### config.mk
export PLATFORM = sky130hd
export DESIGN_NAME = spmv_pe_flat
export DESIGN_NICKNAME = d
export VERILOG_FILES = /design/src/rtl/spmv_pe_if.sv /design/src/rtl/spmv_pe.sv /design/src/flat_wrapper.sv
export SDC_FILE = /design/constraint.sdc
export NUM_CORES = 2
export LEC_CHECK = 0
export CAP_MARGIN = 20
export CORE_MARGIN = 4
export CORE_UTILIZATION = 35
export CTS_CLUSTER_SIZE = 8
export DETAILED_ROUTE_END_ITERATION = 10
export GPL_TIMING_DRIVEN = 0
export SLEW_MARGIN = 10
export SYNTH_ARGS = -nofsm -noshare
export SYNTH_HDL_FRONTEND = slang
export SYNTH_SLANG_ARGS = --single-unit
### constraint.sdc
create_clock -name clk -period 4.95 [get_ports clk]
set_input_delay 0.99 -clock clk [delete_from_list [all_inputs] [get_ports clk]]
set_output_delay 0.99 -clock clk [all_outputs]
set_load 0.1 [all_outputs]
### src/rtl/spmv_pe_if.sv
// Private memory and scratchpad request/response ports of one SpMV processing element.
interface spmv_pe_if;
  localparam int unsigned ADDR_W  = 48;
  localparam int unsigned DATA_W  = 64;
  localparam int unsigned TAG_W   = 3;
  localparam int unsigned SADDR_W = 13;

  logic               req_mem_ld;
  logic               req_mem_st;
  logic [ADDR_W-1:0]  req_mem_addr;
  logic [DATA_W-1:0]  req_mem_d_or_tag;
  logic               req_mem_stall;
  logic               rsp_mem_push;
  logic [TAG_W-1:0]   rsp_mem_tag;
  logic [DATA_W-1:0]  rsp_mem_q;
  logic               rsp_mem_stall;
  logic               req_scratch_ld;
  logic               req_scratch_st;
  logic [SADDR_W-1:0] req_scratch_addr;
  logic [DATA_W-1:0]  req_scratch_d;
  logic               req_scratch_stall;
  logic               rsp_scratch_push;
  logic [DATA_W-1:0]  rsp_scratch_q;
  logic               rsp_scratch_stall;

  modport master (
    output req_mem_ld, req_mem_st, req_mem_addr, req_mem_d_or_tag,
    input  req_mem_stall,
    input  rsp_mem_push, rsp_mem_tag, rsp_mem_q,
    output rsp_mem_stall,
    output req_scratch_ld, req_scratch_st, req_scratch_addr, req_scratch_d,
    input  req_scratch_stall,
    input  rsp_scratch_push, rsp_scratch_q,
    output rsp_scratch_stall
  );

  modport slave (
    input  req_mem_ld, req_mem_st, req_mem_addr, req_mem_d_or_tag,
    output req_mem_stall,
    output rsp_mem_push, rsp_mem_tag, rsp_mem_q,
    input  rsp_mem_stall,
    input  req_scratch_ld, req_scratch_st, req_scratch_addr, req_scratch_d,
    output req_scratch_stall,
    output rsp_scratch_push, rsp_scratch_q,
    input  rsp_scratch_stall
  );
endinterface

### src/rtl/spmv_pe.sv
// SpMV processing element: opcode decode, argument registers, decoder-table copy into
// scratchpad and the bring-up STEADY pass streaming x words into y through a response FIFO.
module spmv_pe #(
  parameter int unsigned ID          = 0,
  parameter int unsigned OUTSTANDING = 32
) (
  input  logic        clk,
  input  logic        rst_n,
  input  logic [63:0] op_in,
  output logic [63:0] op_out,
  input  logic        busy_in,
  output logic        busy_out,
  spmv_pe_if.master   bus
);
  localparam int unsigned DATA_W  = 64;
  localparam int unsigned ADDR_W  = 48;
  localparam int unsigned SADDR_W = 13;
  localparam int unsigned TAG_W   = 3;
  localparam int unsigned CNT_W   = 48;
  localparam int unsigned NREG    = 16;
  localparam int unsigned PTR_W   = (OUTSTANDING > 1) ? $clog2(OUTSTANDING) : 1;
  localparam int unsigned OCNT_W  = $clog2(OUTSTANDING + 1);

  localparam logic [5:0] OP_RST       = 6'd1;
  localparam logic [5:0] OP_LD        = 6'd2;
  localparam logic [5:0] OP_LD_DELTA  = 6'd3;
  localparam logic [5:0] OP_LD_PREFIX = 6'd4;
  localparam logic [5:0] OP_LD_COMMON = 6'd5;
  localparam logic [5:0] OP_STEADY    = 6'd6;

  typedef struct packed {
    logic [45:0] value;
    logic [3:0]  idx;
    logic [7:0]  pe;
    logic [5:0]  opc;
  } op_t;

  typedef enum logic [1:0] { S_IDLE, S_COPY, S_STEADY, S_DRAIN } state_e;

  state_e              state_q, state_d;
  logic                steady_mode_q, steady_mode_d;
  logic [DATA_W-1:0]   op_q, op_d;
  logic [DATA_W-1:0]   regs_q [NREG];
  logic [DATA_W-1:0]   regs_d [NREG];
  logic [CNT_W-1:0]    ld_left_q, ld_left_d;
  logic [ADDR_W-1:0]   ld_addr_q, ld_addr_d;
  logic [ADDR_W-1:0]   st_addr_q, st_addr_d;
  logic [TAG_W-1:0]    tag_q, tag_d;
  logic [OCNT_W-1:0]   outst_q, outst_d;
  logic [OCNT_W-1:0]   fifo_cnt_q, fifo_cnt_d;
  logic [PTR_W-1:0]    wr_ptr_q, wr_ptr_d;
  logic [PTR_W-1:0]    rd_ptr_q, rd_ptr_d;
  logic                mem_ld_q, mem_ld_d;
  logic                mem_st_q, mem_st_d;
  logic [ADDR_W-1:0]   mem_addr_q, mem_addr_d;
  logic [DATA_W-1:0]   mem_d_q, mem_d_d;
  logic                sc_st_q, sc_st_d;
  logic [SADDR_W-1:0]  sc_addr_q, sc_addr_d;
  logic [DATA_W-1:0]   sc_d_q, sc_d_d;

  logic [DATA_W-1:0]   fifo_mem [OUTSTANDING];

  op_t                 op_c;
  logic                hit_c;
  logic                soft_rst_c;
  logic                push_c;
  logic                pop_c;
  logic                issue_c;
  logic                fifo_full_c;
  logic [OCNT_W:0]     inflight_c;
  logic [DATA_W-1:0]   fifo_head_c;
  logic [CNT_W-1:0]    copy_words_c;
  logic [CNT_W-1:0]    steady_words_c;
  logic                unused_c;

  assign op_c           = op_in;
  assign hit_c          = (op_c.pe == 8'(ID));
  assign soft_rst_c     = hit_c && (op_c.opc == OP_RST);
  assign fifo_full_c    = (fifo_cnt_q == OCNT_W'(OUTSTANDING));
  assign inflight_c     = (OCNT_W+1)'(outst_q) + (OCNT_W+1)'(fifo_cnt_q);
  assign fifo_head_c    = fifo_mem[rd_ptr_q];
  assign copy_words_c   = CNT_W'(regs_q[9] >> 3);
  assign steady_words_c = CNT_W'((regs_q[1] - regs_q[0] + 64'd7) >> 3);
  // Responses arriving with nothing outstanding belong to an aborted pass and are dropped.
  assign push_c         = bus.rsp_mem_push && (outst_q != '0) && !fifo_full_c;

  // Next-state, issue/retire and register-file logic
  always_comb begin
    state_d       = state_q;
    steady_mode_d = steady_mode_q;
    op_d          = op_in;
    regs_d        = regs_q;
    ld_left_d     = ld_left_q;
    ld_addr_d     = ld_addr_q;
    st_addr_d     = st_addr_q;
    tag_d         = tag_q;
    wr_ptr_d      = wr_ptr_q;
    rd_ptr_d      = rd_ptr_q;
    mem_ld_d      = 1'b0;
    mem_st_d      = 1'b0;
    mem_addr_d    = mem_addr_q;
    mem_d_d       = mem_d_q;
    sc_st_d       = 1'b0;
    sc_addr_d     = sc_addr_q;
    sc_d_d        = sc_d_q;
    pop_c         = 1'b0;
    issue_c       = 1'b0;

    // Retire the FIFO head; STEADY stores win the shared memory port over new loads
    if (state_q != S_IDLE && fifo_cnt_q != '0) begin
      if (steady_mode_q) begin
        if (!bus.req_mem_stall) begin
          pop_c      = 1'b1;
          mem_st_d   = 1'b1;
          mem_addr_d = {st_addr_q[ADDR_W-1:3], 3'b000};
          mem_d_d    = fifo_head_c;
          st_addr_d  = st_addr_q + ADDR_W'(8);
        end
      end else if (!bus.req_scratch_stall) begin
        pop_c     = 1'b1;
        sc_st_d   = 1'b1;
        sc_addr_d = st_addr_q[SADDR_W-1:0];
        sc_d_d    = fifo_head_c;
        st_addr_d = st_addr_q + ADDR_W'(1);
      end
    end

    if ((state_q == S_COPY || state_q == S_STEADY) && ld_left_q != '0 &&
        !bus.req_mem_stall && !(pop_c && steady_mode_q) &&
        inflight_c < (OCNT_W+1)'(OUTSTANDING)) begin
      issue_c    = 1'b1;
      mem_ld_d   = 1'b1;
      mem_addr_d = {ld_addr_q[ADDR_W-1:3], 3'b000};
      mem_d_d    = DATA_W'(tag_q);
      ld_addr_d  = ld_addr_q + ADDR_W'(8);
      tag_d      = tag_q + TAG_W'(1);
      ld_left_d  = ld_left_q - CNT_W'(1);
    end

    outst_d    = outst_q + OCNT_W'(issue_c) - OCNT_W'(push_c);
    fifo_cnt_d = fifo_cnt_q + OCNT_W'(push_c) - OCNT_W'(pop_c);
    if (push_c) wr_ptr_d = (wr_ptr_q == PTR_W'(OUTSTANDING - 1)) ? '0 : wr_ptr_q + PTR_W'(1);
    if (pop_c)  rd_ptr_d = (rd_ptr_q == PTR_W'(OUTSTANDING - 1)) ? '0 : rd_ptr_q + PTR_W'(1);

    unique case (state_q)
      S_IDLE: begin
        if (hit_c) begin
          unique case (op_c.opc)
            OP_LD: regs_d[op_c.idx] = DATA_W'(op_c.value);
            OP_LD_DELTA, OP_LD_PREFIX, OP_LD_COMMON: begin
              steady_mode_d = 1'b0;
              ld_left_d     = copy_words_c;
              ld_addr_d     = ADDR_W'(regs_q[4]);
              st_addr_d     = ADDR_W'(regs_q[5] >> 3);
              tag_d         = '0;
              state_d       = (copy_words_c == '0) ? S_DRAIN : S_COPY;
            end
            OP_STEADY: begin
              steady_mode_d = 1'b1;
              ld_addr_d     = ADDR_W'(regs_q[2]);
              st_addr_d     = ADDR_W'(regs_q[0]);
              tag_d         = '0;
              if (regs_q[0] < regs_q[1]) begin
                ld_left_d = steady_words_c;
                state_d   = S_STEADY;
              end else begin
                ld_left_d = '0;
                state_d   = S_DRAIN;
              end
            end
            default: ;
          endcase
        end
      end
      S_COPY, S_STEADY: if (ld_left_q == '0) state_d = S_DRAIN;
      S_DRAIN:          if (outst_q == '0 && fifo_cnt_q == '0) state_d = S_IDLE;
      default:          state_d = S_IDLE;
    endcase

    // Soft reset clears everything except the forwarded opcode
    if (soft_rst_c) begin
      state_d       = S_IDLE;
      steady_mode_d = 1'b0;
      regs_d        = '{default: '0};
      ld_left_d     = '0;
      ld_addr_d     = '0;
      st_addr_d     = '0;
      tag_d         = '0;
      outst_d       = '0;
      fifo_cnt_d    = '0;
      wr_ptr_d      = '0;
      rd_ptr_d      = '0;
      mem_ld_d      = 1'b0;
      mem_st_d      = 1'b0;
      mem_addr_d    = '0;
      mem_d_d       = '0;
      sc_st_d       = 1'b0;
      sc_addr_d     = '0;
      sc_d_d        = '0;
    end
  end

  always_ff @(posedge clk or negedge rst_n) begin
    if (!rst_n) begin
      state_q       <= S_IDLE;
      steady_mode_q <= 1'b0;
      op_q          <= '0;
      regs_q        <= '{default: '0};
      ld_left_q     <= '0;
      ld_addr_q     <= '0;
      st_addr_q     <= '0;
      tag_q         <= '0;
      outst_q       <= '0;
      fifo_cnt_q    <= '0;
      wr_ptr_q      <= '0;
      rd_ptr_q      <= '0;
      mem_ld_q      <= 1'b0;
      mem_st_q      <= 1'b0;
      mem_addr_q    <= '0;
      mem_d_q       <= '0;
      sc_st_q       <= 1'b0;
      sc_addr_q     <= '0;
      sc_d_q        <= '0;
    end else begin
      state_q       <= state_d;
      steady_mode_q <= steady_mode_d;
      op_q          <= op_d;
      regs_q        <= regs_d;
      ld_left_q     <= ld_left_d;
      ld_addr_q     <= ld_addr_d;
      st_addr_q     <= st_addr_d;
      tag_q         <= tag_d;
      outst_q       <= outst_d;
      fifo_cnt_q    <= fifo_cnt_d;
      wr_ptr_q      <= wr_ptr_d;
      rd_ptr_q      <= rd_ptr_d;
      mem_ld_q      <= mem_ld_d;
      mem_st_q      <= mem_st_d;
      mem_addr_q    <= mem_addr_d;
      mem_d_q       <= mem_d_d;
      sc_st_q       <= sc_st_d;
      sc_addr_q     <= sc_addr_d;
      sc_d_q        <= sc_d_d;
    end
  end

  // Response FIFO storage; occupancy is tracked by the pointers above
  always_ff @(posedge clk) begin
    if (push_c) fifo_mem[wr_ptr_q] <= bus.rsp_mem_q;
  end

  assign op_out                = op_q;
  assign busy_out              = busy_in | (state_q != S_IDLE);
  assign bus.req_mem_ld        = mem_ld_q;
  assign bus.req_mem_st        = mem_st_q;
  assign bus.req_mem_addr      = mem_addr_q;
  assign bus.req_mem_d_or_tag  = mem_d_q;
  assign bus.rsp_mem_stall     = fifo_full_c;
  assign bus.req_scratch_ld    = 1'b0;
  assign bus.req_scratch_st    = sc_st_q;
  assign bus.req_scratch_addr  = sc_addr_q;
  assign bus.req_scratch_d     = sc_d_q;
  assign bus.rsp_scratch_stall = 1'b0;

  assign unused_c = ^{bus.rsp_mem_tag, bus.rsp_scratch_push, bus.rsp_scratch_q};
endmodule

### src/flat_wrapper.sv
// flat-port wrapper written by rule: the top's interface ports become plain ports
module spmv_pe_flat 
#(
  parameter int unsigned ID          = 0,
  parameter int unsigned OUTSTANDING = 32
)
  (clk, rst_n, op_in, op_out, busy_in, busy_out, bus_req_mem_ld, bus_req_mem_st, bus_req_mem_addr, bus_req_mem_d_or_tag, bus_req_mem_stall, bus_rsp_mem_push, bus_rsp_mem_tag, bus_rsp_mem_q, bus_rsp_mem_stall, bus_req_scratch_ld, bus_req_scratch_st, bus_req_scratch_addr, bus_req_scratch_d, bus_req_scratch_stall, bus_rsp_scratch_push, bus_rsp_scratch_q, bus_rsp_scratch_stall);
  spmv_pe_if bus_i ();
  input  logic clk;
  input  logic rst_n;
  input  logic [63:0] op_in;
  output logic [63:0] op_out;
  input  logic busy_in;
  output logic busy_out;
  output wire logic [$bits(bus_i.req_mem_ld)-1:0] bus_req_mem_ld;
  output wire logic [$bits(bus_i.req_mem_st)-1:0] bus_req_mem_st;
  output wire logic [$bits(bus_i.req_mem_addr)-1:0] bus_req_mem_addr;
  output wire logic [$bits(bus_i.req_mem_d_or_tag)-1:0] bus_req_mem_d_or_tag;
  input wire logic [$bits(bus_i.req_mem_stall)-1:0] bus_req_mem_stall;
  input wire logic [$bits(bus_i.rsp_mem_push)-1:0] bus_rsp_mem_push;
  input wire logic [$bits(bus_i.rsp_mem_tag)-1:0] bus_rsp_mem_tag;
  input wire logic [$bits(bus_i.rsp_mem_q)-1:0] bus_rsp_mem_q;
  output wire logic [$bits(bus_i.rsp_mem_stall)-1:0] bus_rsp_mem_stall;
  output wire logic [$bits(bus_i.req_scratch_ld)-1:0] bus_req_scratch_ld;
  output wire logic [$bits(bus_i.req_scratch_st)-1:0] bus_req_scratch_st;
  output wire logic [$bits(bus_i.req_scratch_addr)-1:0] bus_req_scratch_addr;
  output wire logic [$bits(bus_i.req_scratch_d)-1:0] bus_req_scratch_d;
  input wire logic [$bits(bus_i.req_scratch_stall)-1:0] bus_req_scratch_stall;
  input wire logic [$bits(bus_i.rsp_scratch_push)-1:0] bus_rsp_scratch_push;
  input wire logic [$bits(bus_i.rsp_scratch_q)-1:0] bus_rsp_scratch_q;
  output wire logic [$bits(bus_i.rsp_scratch_stall)-1:0] bus_rsp_scratch_stall;
  assign bus_req_mem_ld = bus_i.req_mem_ld;
  assign bus_req_mem_st = bus_i.req_mem_st;
  assign bus_req_mem_addr = bus_i.req_mem_addr;
  assign bus_req_mem_d_or_tag = bus_i.req_mem_d_or_tag;
  assign bus_i.req_mem_stall = bus_req_mem_stall;
  assign bus_i.rsp_mem_push = bus_rsp_mem_push;
  assign bus_i.rsp_mem_tag = bus_rsp_mem_tag;
  assign bus_i.rsp_mem_q = bus_rsp_mem_q;
  assign bus_rsp_mem_stall = bus_i.rsp_mem_stall;
  assign bus_req_scratch_ld = bus_i.req_scratch_ld;
  assign bus_req_scratch_st = bus_i.req_scratch_st;
  assign bus_req_scratch_addr = bus_i.req_scratch_addr;
  assign bus_req_scratch_d = bus_i.req_scratch_d;
  assign bus_i.req_scratch_stall = bus_req_scratch_stall;
  assign bus_i.rsp_scratch_push = bus_rsp_scratch_push;
  assign bus_i.rsp_scratch_q = bus_rsp_scratch_q;
  assign bus_rsp_scratch_stall = bus_i.rsp_scratch_stall;
  spmv_pe #(.ID(ID), .OUTSTANDING(OUTSTANDING)) u_core (.clk(clk), .rst_n(rst_n), .op_in(op_in), .op_out(op_out), .busy_in(busy_in), .busy_out(busy_out), .bus(bus_i));
endmodule
clock_nets.png
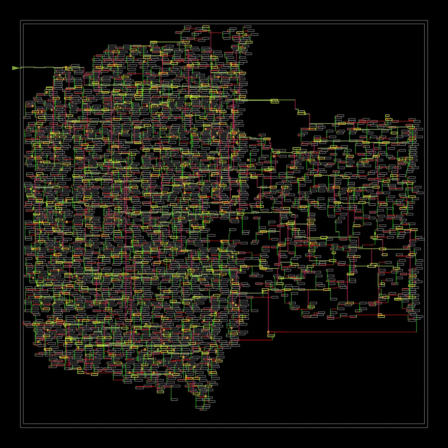
CTS Buf Count: 382
Latency at later pin: 0.93 ns
Clk. pwr: 24.0 mW
number of clock buffers in the layout: 530
flop count: 2734

clock_wires.png
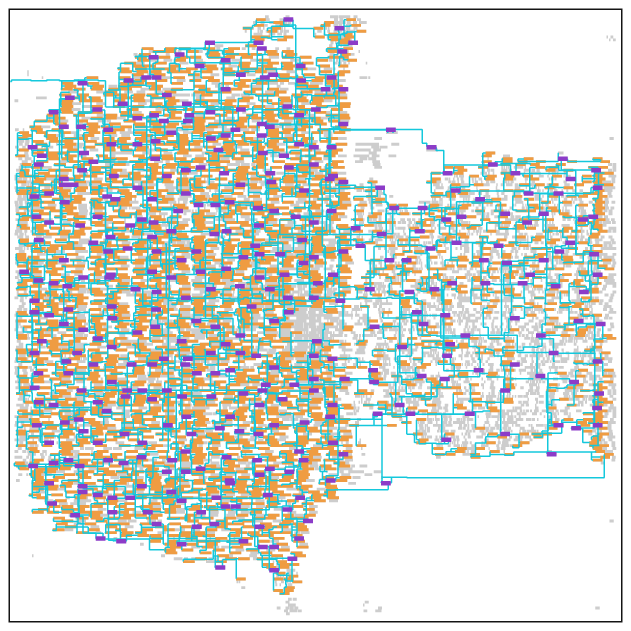
- orange: flip-flops (count 2734)
- cyan: clock wires (length 36.0 mm)
- purple: clock-net drivers (count 382)
- routed clock nets: 383

m1.png
Supply wires on this layer in gray. Cells faint in the background.
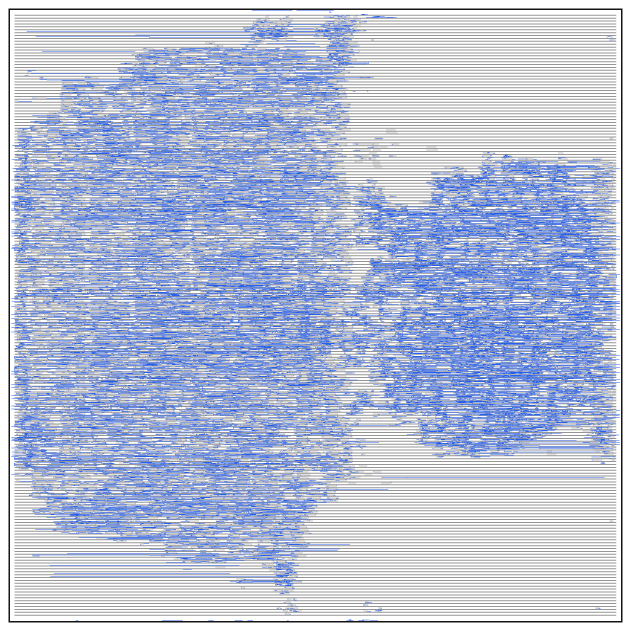
- nets with wire on the layer: 7517
- wire length on this layer: 140 mm

class_map.png
Scale bar: 200 um.
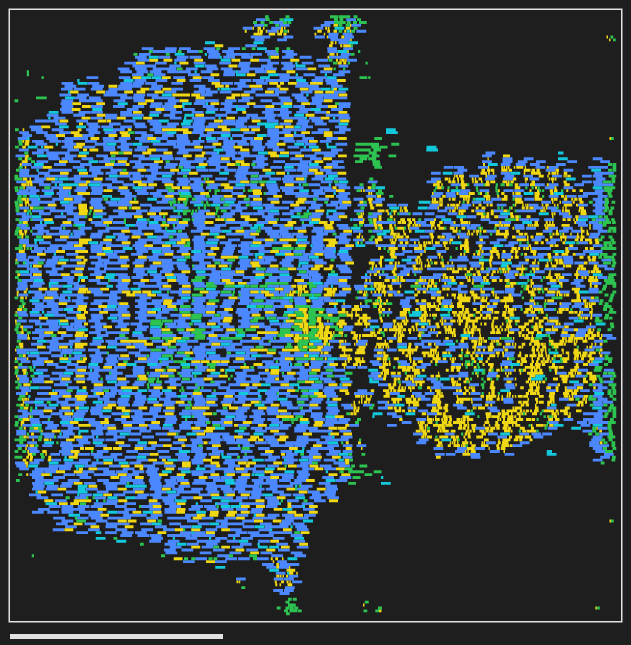
- green: remaining buffers and delay cells (cells 1030; share of their area 7.7%)
- blue: registers (cells 2734; share of their area 60%)
- yellow: remaining logic cells (cells 3448; share of their area 24%)
- cyan: clock drivers and dummy loads (cells 556; share of their area 8.2%)

==> results.toml <==
# implementation run metrics
[final_layout]
fin_nets = 7968
drive_gt1_share_pct = 18.68
comb_share_pct = 22.95
area_growth_pct = 22.35
seq_area_share_pct = 57.46
n_fill_cell = 27751
largest_register_ffs = 2048
layout_top_cells = "edfxtp_1 (2048), dfrtp_1 (686), nand2_1 (668)"
buffer_area_share_pct = 7.446
final_common_cell = "edfxtp_1"
top_regs = "u_core.fifo_mem x2048, u_core.regs_q x221"
n_antenna_cell = 22

[sta]
hold_viol = 0
rsz0062_at_grt = "false"
period_used_pct = 100.2
setup_slack_ns = -0.009490
maxSlewViolCount = 0
relSlewSlack_pct = 21.09
finalSetupViolCount = 2
timing.fmax_mhz = 201.6

[die]
core_util_floorplan_pct = 35.18
die_x_um = 573.4
rows = 207
core_area_um2 = 318100
ios = 462
nWellTaps = 4180
chipArea_um2 = 328800

[grt]
grt_max_degree = 93
use_met1_pct = 27.82
use_met3_pct = 4.260
track_usage_pct = 21.04
grt_pass1_vias = 67941
grtUsageMet2_pct = 34.20
grt_pass1_wl_um = 503000
grt-ovfl-total = 0

[clock_tree]
clkSinkCount = 2734
ctsHoldBuffers = 1
htreeDepth = 5
post_cts_buffers = 0
cts.clk_slew.worst_paths_ns = 0.05

[synthesis]
yosysTopAreaCell = "edfxtp_1"
ys_sh_adder_pct = 1.939
synth.cellmix.compoundShare_pct = 5.592
syn_inst = 6577
top_area_share_pct = 54.96
area_leaders = "edfxtp_1 (55%), dfrtp_1 (15%), mux4_2 (13%)"
ys_types = 91
synthSimpleGateAreaFrac_pct = 4.859
synthMuxAreaShare_pct = 13.87
synthXorXnorAreaFrac_pct = 1.548
syn-mean-instance-area_um2 = 17.01
async_flop_share_pct = 25.09
flop_cell = "edfxtp_1"
ys_warn_count = 0

[routing]
top_layer = "met5"
ant_nets = 0
wl_met2_um = 169400
routed_wl_um = 353500
vias_per_cell = 5.608
wl_met1_um = 139900

[power_and_ir_drop]
p_leak_nw = 47.42
switching_power_mw = 25.64
cellInternalPower_mw = 49.98
p_per_area_nw_per_um2 = 552.3
p_comb_share_pct = 31.9
power_mw = 75.62
pg_seq_mw = 27.5
comb-power_mw = 24.2
power_frac_seq_pct = 36.3

[outcome]
violations = "setup timing"
outcome = "finished, violations left"

[setup_path]
r2r_setup_slack_ns = 0.14
crit_path_end = "u_core.bus.req_scratch_st"
crit_fanout = 10
worst_r2r_path_depth = 8
critPathCaptureType = "flop"
arrival_ns = 5.68

[min_path]
whs_path_depth = 2
hold_path_class = "flop to flop"

[placement]
place_congestion = 0.9073
## per-stage QoR
| stage | cell area [um^2] | utilization, % | hold slack [ns] | cells | TNS [ns] |
|---|---|---|---|---|---|
| floorplan | 111900 | - | 0.4936 | 6581 | 0 |
| global placement | 121000 | 38.05 | 0.4680 | 11149 | - |
| detailed placement | 125600 | 39.50 | 0.4720 | 11367 | -153.44 |
| CTS | 136500 | 42.91 | 0.4693 | 11924 | 0 |
| global route | 136900 | 43.03 | 0.5209 | 11954 | 0 |
| finish | 136900 | 43.05 | 0.4757 | 11970 | -0.01145 |
## critical path, cell delays in order
cell	delay, ns
clkdlybuf4s50_1	0.43
or4_1	0.55
nor2_1	0.58
and4_1	0.34
clkbuf_1	0.47
clkbuf_1	0.64
clkbuf_1	0.76
clkdlybuf4s15_2	0.64
nor2_1	0.25
Power is estimated from default activity; no workload was simulated.
